`config.mk`:
```
export PLATFORM = sky130hd
export DESIGN_NAME = prog_loader
export DESIGN_NICKNAME = d
export VERILOG_FILES = /design/src/rtl/prog_loader.sv
export SDC_FILE = /design/constraint.sdc
export NUM_CORES = 1
export LEC_CHECK = 0
export CAP_MARGIN = 20
export CORE_MARGIN = 3
export CORE_UTILIZATION = 50
export CTS_CLUSTER_SIZE = 16
export DETAILED_ROUTE_END_ITERATION = 8
export PLACE_DENSITY = 0.81
export SYNTH_ARGS = -nofsm -noshare
export SYNTH_HDL_FRONTEND = slang
export SYNTH_SLANG_ARGS = --single-unit
```
`constraint.sdc`:
```
create_clock -name clk -period 2.04 [get_ports clk]
set_clock_uncertainty 0.05 [all_clocks]
set_input_delay 0.306 -clock clk [delete_from_list [all_inputs] [get_ports clk]]
set_output_delay 0.306 -clock clk [all_outputs]
set_load 0.02 [all_outputs]
```
`src/rtl/prog_loader.sv`:
```
// Framed byte-stream loader: holds the CPU in reset, writes 16-bit words into
// instruction RAM, and releases the CPU only when the frame checksum matches.
module prog_loader #(
    parameter int          ADDR_W    = 8,
    parameter logic [7:0]  SYNC_BYTE = 8'hA5
) (
    input  logic              clk,
    input  logic              reset,
    input  logic              in_valid,
    input  logic [7:0]        in_data,
    output logic              in_ready,
    input  logic              restart,
    output logic              ram_we,
    output logic [ADDR_W-1:0] ram_addr,
    output logic [15:0]       ram_wdata,
    output logic              cpu_hold,
    output logic              done,
    output logic              error
);

    typedef enum logic [3:0] {
        S_SYNC,
        S_ADDR,
        S_COUNT,
        S_HI,
        S_LO,
        S_WRITE,
        S_CHK,
        S_DONE,
        S_ERR
    } state_t;

    state_t              state_q, state_d;
    logic [ADDR_W-1:0]   ptr_q, ptr_d;
    logic [7:0]          cnt_q, cnt_d;
    logic [7:0]          acc_q, acc_d;
    logic [7:0]          hi_q, hi_d;
    logic                we_q, we_d;
    logic [ADDR_W-1:0]   addr_q, addr_d;
    logic [15:0]         wdata_q, wdata_d;
    logic                hold_q, hold_d;
    logic                done_q, done_d;
    logic                err_q, err_d;
    logic                xfer;

    // in_ready is the only output decoded straight from state.
    assign in_ready = (state_q == S_SYNC) || (state_q == S_ADDR) || (state_q == S_COUNT) ||
                      (state_q == S_HI)   || (state_q == S_LO)   || (state_q == S_CHK);
    assign xfer     = in_valid & in_ready;

    always_comb begin
        state_d = state_q;
        ptr_d   = ptr_q;
        cnt_d   = cnt_q;
        acc_d   = acc_q;
        hi_d    = hi_q;
        we_d    = 1'b0;
        addr_d  = addr_q;
        wdata_d = wdata_q;
        hold_d  = hold_q;
        done_d  = done_q;
        err_d   = err_q;

        case (state_q)
            S_SYNC: begin
                if (xfer && (in_data == SYNC_BYTE)) begin
                    state_d = S_ADDR;
                end
            end
            S_ADDR: begin
                if (xfer) begin
                    ptr_d   = ADDR_W'(in_data);
                    acc_d   = in_data;
                    state_d = S_COUNT;
                end
            end
            S_COUNT: begin
                if (xfer) begin
                    cnt_d   = in_data;
                    acc_d   = acc_q ^ in_data;
                    state_d = (in_data != 8'd0) ? S_HI : S_CHK;
                end
            end
            S_HI: begin
                if (xfer) begin
                    hi_d    = in_data;
                    acc_d   = acc_q ^ in_data;
                    state_d = S_LO;
                end
            end
            S_LO: begin
                if (xfer) begin
                    acc_d   = acc_q ^ in_data;
                    wdata_d = {hi_q, in_data};
                    addr_d  = ptr_q;
                    we_d    = 1'b1;
                    state_d = S_WRITE;
                end
            end
            S_WRITE: begin
                // cnt_q still holds the count including the word just written.
                ptr_d   = ptr_q + ADDR_W'(1);
                cnt_d   = cnt_q - 8'd1;
                state_d = (cnt_q != 8'd1) ? S_HI : S_CHK;
            end
            S_CHK: begin
                if (xfer) begin
                    if (in_data == acc_q) begin
                        done_d  = 1'b1;
                        hold_d  = 1'b0;
                        state_d = S_DONE;
                    end else begin
                        err_d   = 1'b1;
                        state_d = S_ERR;
                    end
                end
            end
            S_DONE, S_ERR: begin
                if (restart) begin
                    hold_d  = 1'b1;
                    done_d  = 1'b0;
                    err_d   = 1'b0;
                    state_d = S_SYNC;
                end
            end
            default: begin
                state_d = S_SYNC;
            end
        endcase
    end

    always_ff @(posedge clk or negedge reset) begin
        if (!reset) begin
            state_q <= S_SYNC;
            ptr_q   <= '0;
            cnt_q   <= '0;
            acc_q   <= '0;
            hi_q    <= '0;
            we_q    <= 1'b0;
            addr_q  <= '0;
            wdata_q <= '0;
            hold_q  <= 1'b1;
            done_q  <= 1'b0;
            err_q   <= 1'b0;
        end else begin
            state_q <= state_d;
            ptr_q   <= ptr_d;
            cnt_q   <= cnt_d;
            acc_q   <= acc_d;
            hi_q    <= hi_d;
            we_q    <= we_d;
            addr_q  <= addr_d;
            wdata_q <= wdata_d;
            hold_q  <= hold_d;
            done_q  <= done_d;
            err_q   <= err_d;
        end
    end

    assign ram_we    = we_q;
    assign ram_addr  = addr_q;
    assign ram_wdata = wdata_q;
    assign cpu_hold  = hold_q;
    assign done      = done_q;
    assign error     = err_q;

endmodule

```
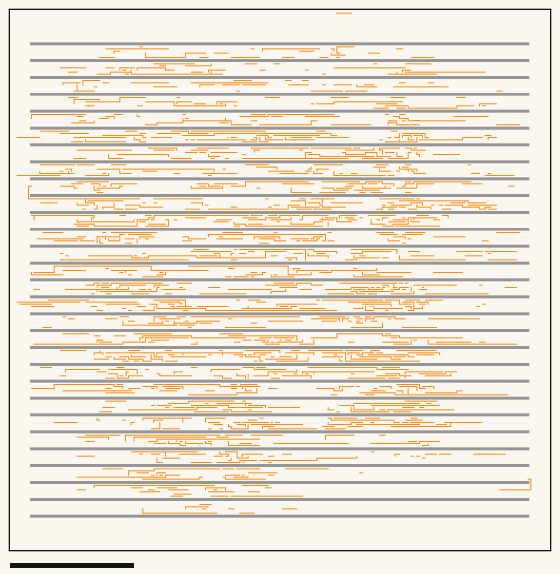
Figure 1: metal 1.
The bar under the picture is 20 µm long. Supply wires on this layer in gray.
share of all routed wire: 41%
wire length on this layer: 3460 µm
main direction: horizontal

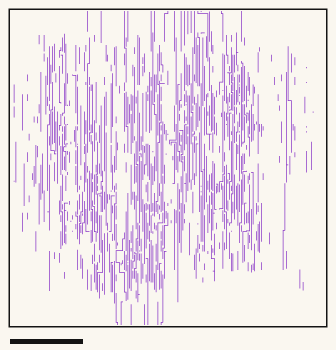
Figure 2: M2 wires.
The bar under the picture is 20 µm long.
wire length on this layer: 4250 µm
main direction: vertical
share of all routed wire: 51%
longest straight run: 32.6 µm
nets with wire on the layer: 379
met2 GRT Util: 0.393
wirelength, routed: 8.41 mm
total number of vias: 2939

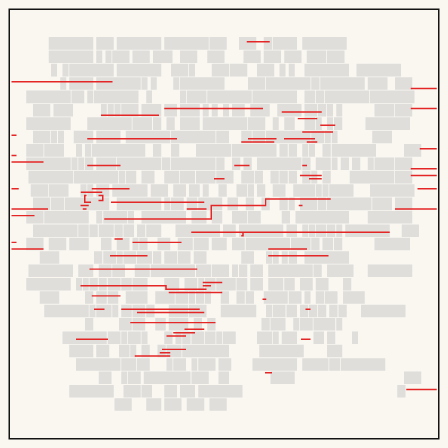
Figure 3: M3 wires.
longest straight run: 40.0 µm
nets with wire on the layer: 59
wire length on this layer: 520 µm
M3 GR Usage: 0.0473

==> flow_metrics.tcl <==
# metrics dict for downstream scripts
set metrics [dict create \
    cts_root_buffer "clkbuf_8" \
    drc 0 \
    drtIter0Drc 218 \
    clkSinkCount 64 \
    drt.antenna.violating_nets 0 \
    post_cts_buffers 0 \
    drv_slew 0 \
    post-route-period-util 0.962 \
    worst_slew_pin_slew_ps 496 \
    fin_nets 427 \
    cpLargestDelayFamily "AND-OR/OR-AND gates" \
    antenna_cells 0 \
    grt_max_degree 31 \
    top_cell "dfrtp_1" \
    yosys_cells 342 \
    ys_ff 64 \
    yosys_area_um2 3280 \
    worst-path-buf-inv 0 \
    p_sw_frac 0.389 \
    slew-limit-headroom 0.669 \
    cp_slowest_cell "dfrtp_2" \
    hold_viol_final 0 \
    netlist.area_leader.share 0.480 \
    cp.arrival_ps 2140 \
    clk_pin_slew_worst_paths_ps 70 \
    status "completed" \
    p_comb_frac 0.457 \
    core.rowCount 28 \
    critPathCaptureType "flop" \
    power.density_nw_per_um2 1570 \
    clock_path_buffers 2 \
    period_minus_slack_ps 1960 \
    clkLatencyLatePin_ps 350 \
    cts_tree "yes" \
    syn_avg_cell_area_um2 9.60 \
    die_w_um 87.0 \
    slowest_delay_ps 510 \
    netlist_instances 342 \
    hold_class "primary input to async pin" \
    setup_viol 0 \
    routabilityCongestion 0.897 \
    floorplanUtilization 0.536 \
    die-area_um2 7570 \
    die_height_um 87.0 \
]
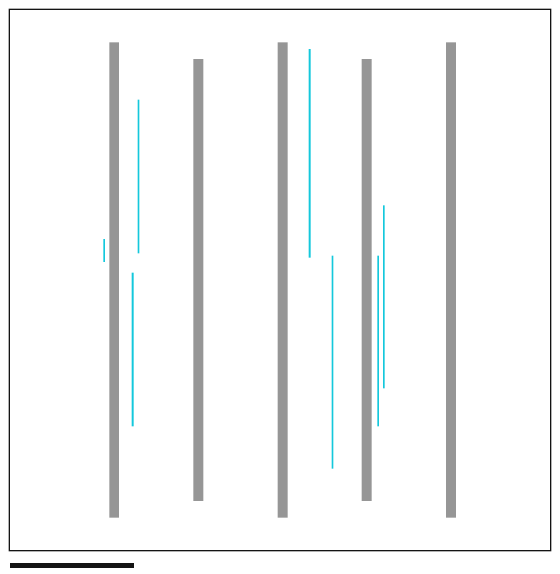
Figure 4: met4 routing.
The bar under the picture is 20 µm long. Supply wires on this layer in gray.
nets with wire on the layer: 5
longest straight run: 34.0 µm
main direction: vertical
share of all routed wire: 2.1%

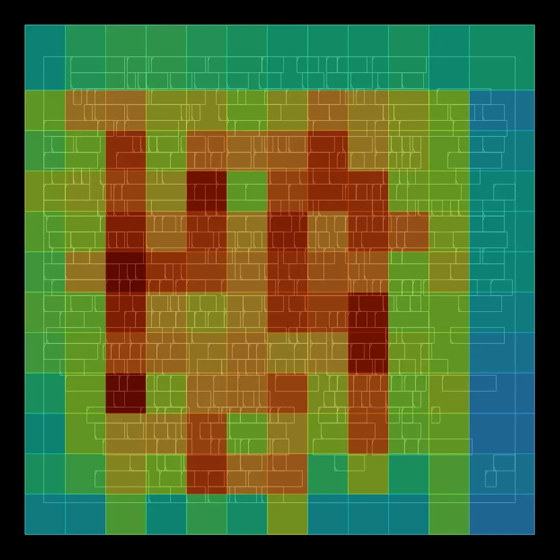
Figure 5: track usage over the die.
GR Layer Usage met1: 0.307
GRT Util Overall: 0.241
WL/cell: 17.1 µm
layer with the highest usage: met2

## cells in the final DEF, fill, tap and decap left out, types with 3 or more instances in the layout
cell type and instances:
and4_1 4, dfrtp_1 62, o31ai_1 4, nand2_1 57
buf_4 37, mux2_2 24, and3_1 4, nor4_1 4
o21ai_0 22, inv_1 8, ha_1 3, a21oi_1 26
nand4_1 4, nor3_1 9, nand3_1 12, clkdlybuf4s50_1 38
clkbuf_8 10, buf_12 4, o22ai_1 3, nor2_1 13
xor2_1 4, mux2i_1 4, a31oi_1 4, nand2b_1 4
## power by group through the flow
stage | logic, mW | registers (mW) | clock network (mW)
finish | 3.07 | 2.40 | 1.25
global route | 3.35 | 2.49 | 1.32
CTS | 3.07 | 2.39 | 1.28
detailed placement | 3.03 | 2.41 | 0
global placement | 2.95 | 2.37 | 0
floorplan | 1.63 | 2.56 | 0
## flip-flops by register name (all words and copies together) (netlist names)
name,count
ram_wdata,16
state_q,4
hi_q,8
ptr_q,8
ram_we,1
ram_addr,8
acc_q,8
cnt_q,8
cpu_hold,1
done,1
error,1
## final timing paths
kind / from / end / slack (ps) / cells past startpoint
setup reg to reg: state_q[1] / state_q[2] / 80 / 5
setup / recovery: state_q[1] / state_q[2] / 80 / 5
max in group asynchronous: reset / ram_wdata[8] / 850 / 4
hold / removal: reset / cnt_q[1] / 400 / 2
hold reg to reg: hi_q[3] / ram_wdata[11] / 420 / 2
min in group clk: hi_q[3] / ram_wdata[11] / 420 / 2
## cells by family after synthesis
family	count (synthesis)	synth area share
buffers and inverters	32	0.0389
XOR/XNOR	6	0.0160
multiplexers	29	0.0991
AND/OR/NAND/NOR	128	0.194
flip-flops	64	0.488
adder cells (fa/ha/maj)	3	0.0114
AND-OR/OR-AND	80	0.153
## metal layers
metal  vias to the layer above  wire (µm)  GRT usage
met5                         -          0          0
met2                       122       4250      0.393
met1                      1435       3460      0.307
li1                       1366          -          -
met3                        16        520     0.0473
met4                         0        176      0.118
## what timing repair did
action                                  in CTS  in global routing
endpoints found under the hold margin       18                  0
hold buffers                                 1                  0
resized                                      1                  2
pin swaps                                    0                  0
endpoints found under the setup margin       1                  3
## per-stage QoR
step | setup slack (ps) | hold WS, ps | power, mW | cells | instance area, µm²
2_1_floorplan | 72.8 | -39.6 | 4.19 | 342 | 3280
4_1_cts | 20.1 | 410 | 6.74 | 492 | 4280
5_1_grt | -1.18 | 431 | 7.16 | 492 | 4280
3_3_place_gp | -138 | 254 | 5.32 | 475 | 4040
6_report | 78.4 | 397 | 6.73 | 492 | 4280
3_5_place_dp | -190 | 256 | 5.44 | 475 | 4040
## area by class of cell
cell class              count  area (µm²)  area share
clock buffers              10         138      0.0322
clock inverters             6        92.6      0.0216
inverters                   9        33.8     0.00789
multi-input cells         246        1560       0.363
flip-flops and latches     64        1600       0.375
well taps                  75        93.8      0.0219
repair buffers             82         762       0.178
Power and IR drop assume default switching activity.
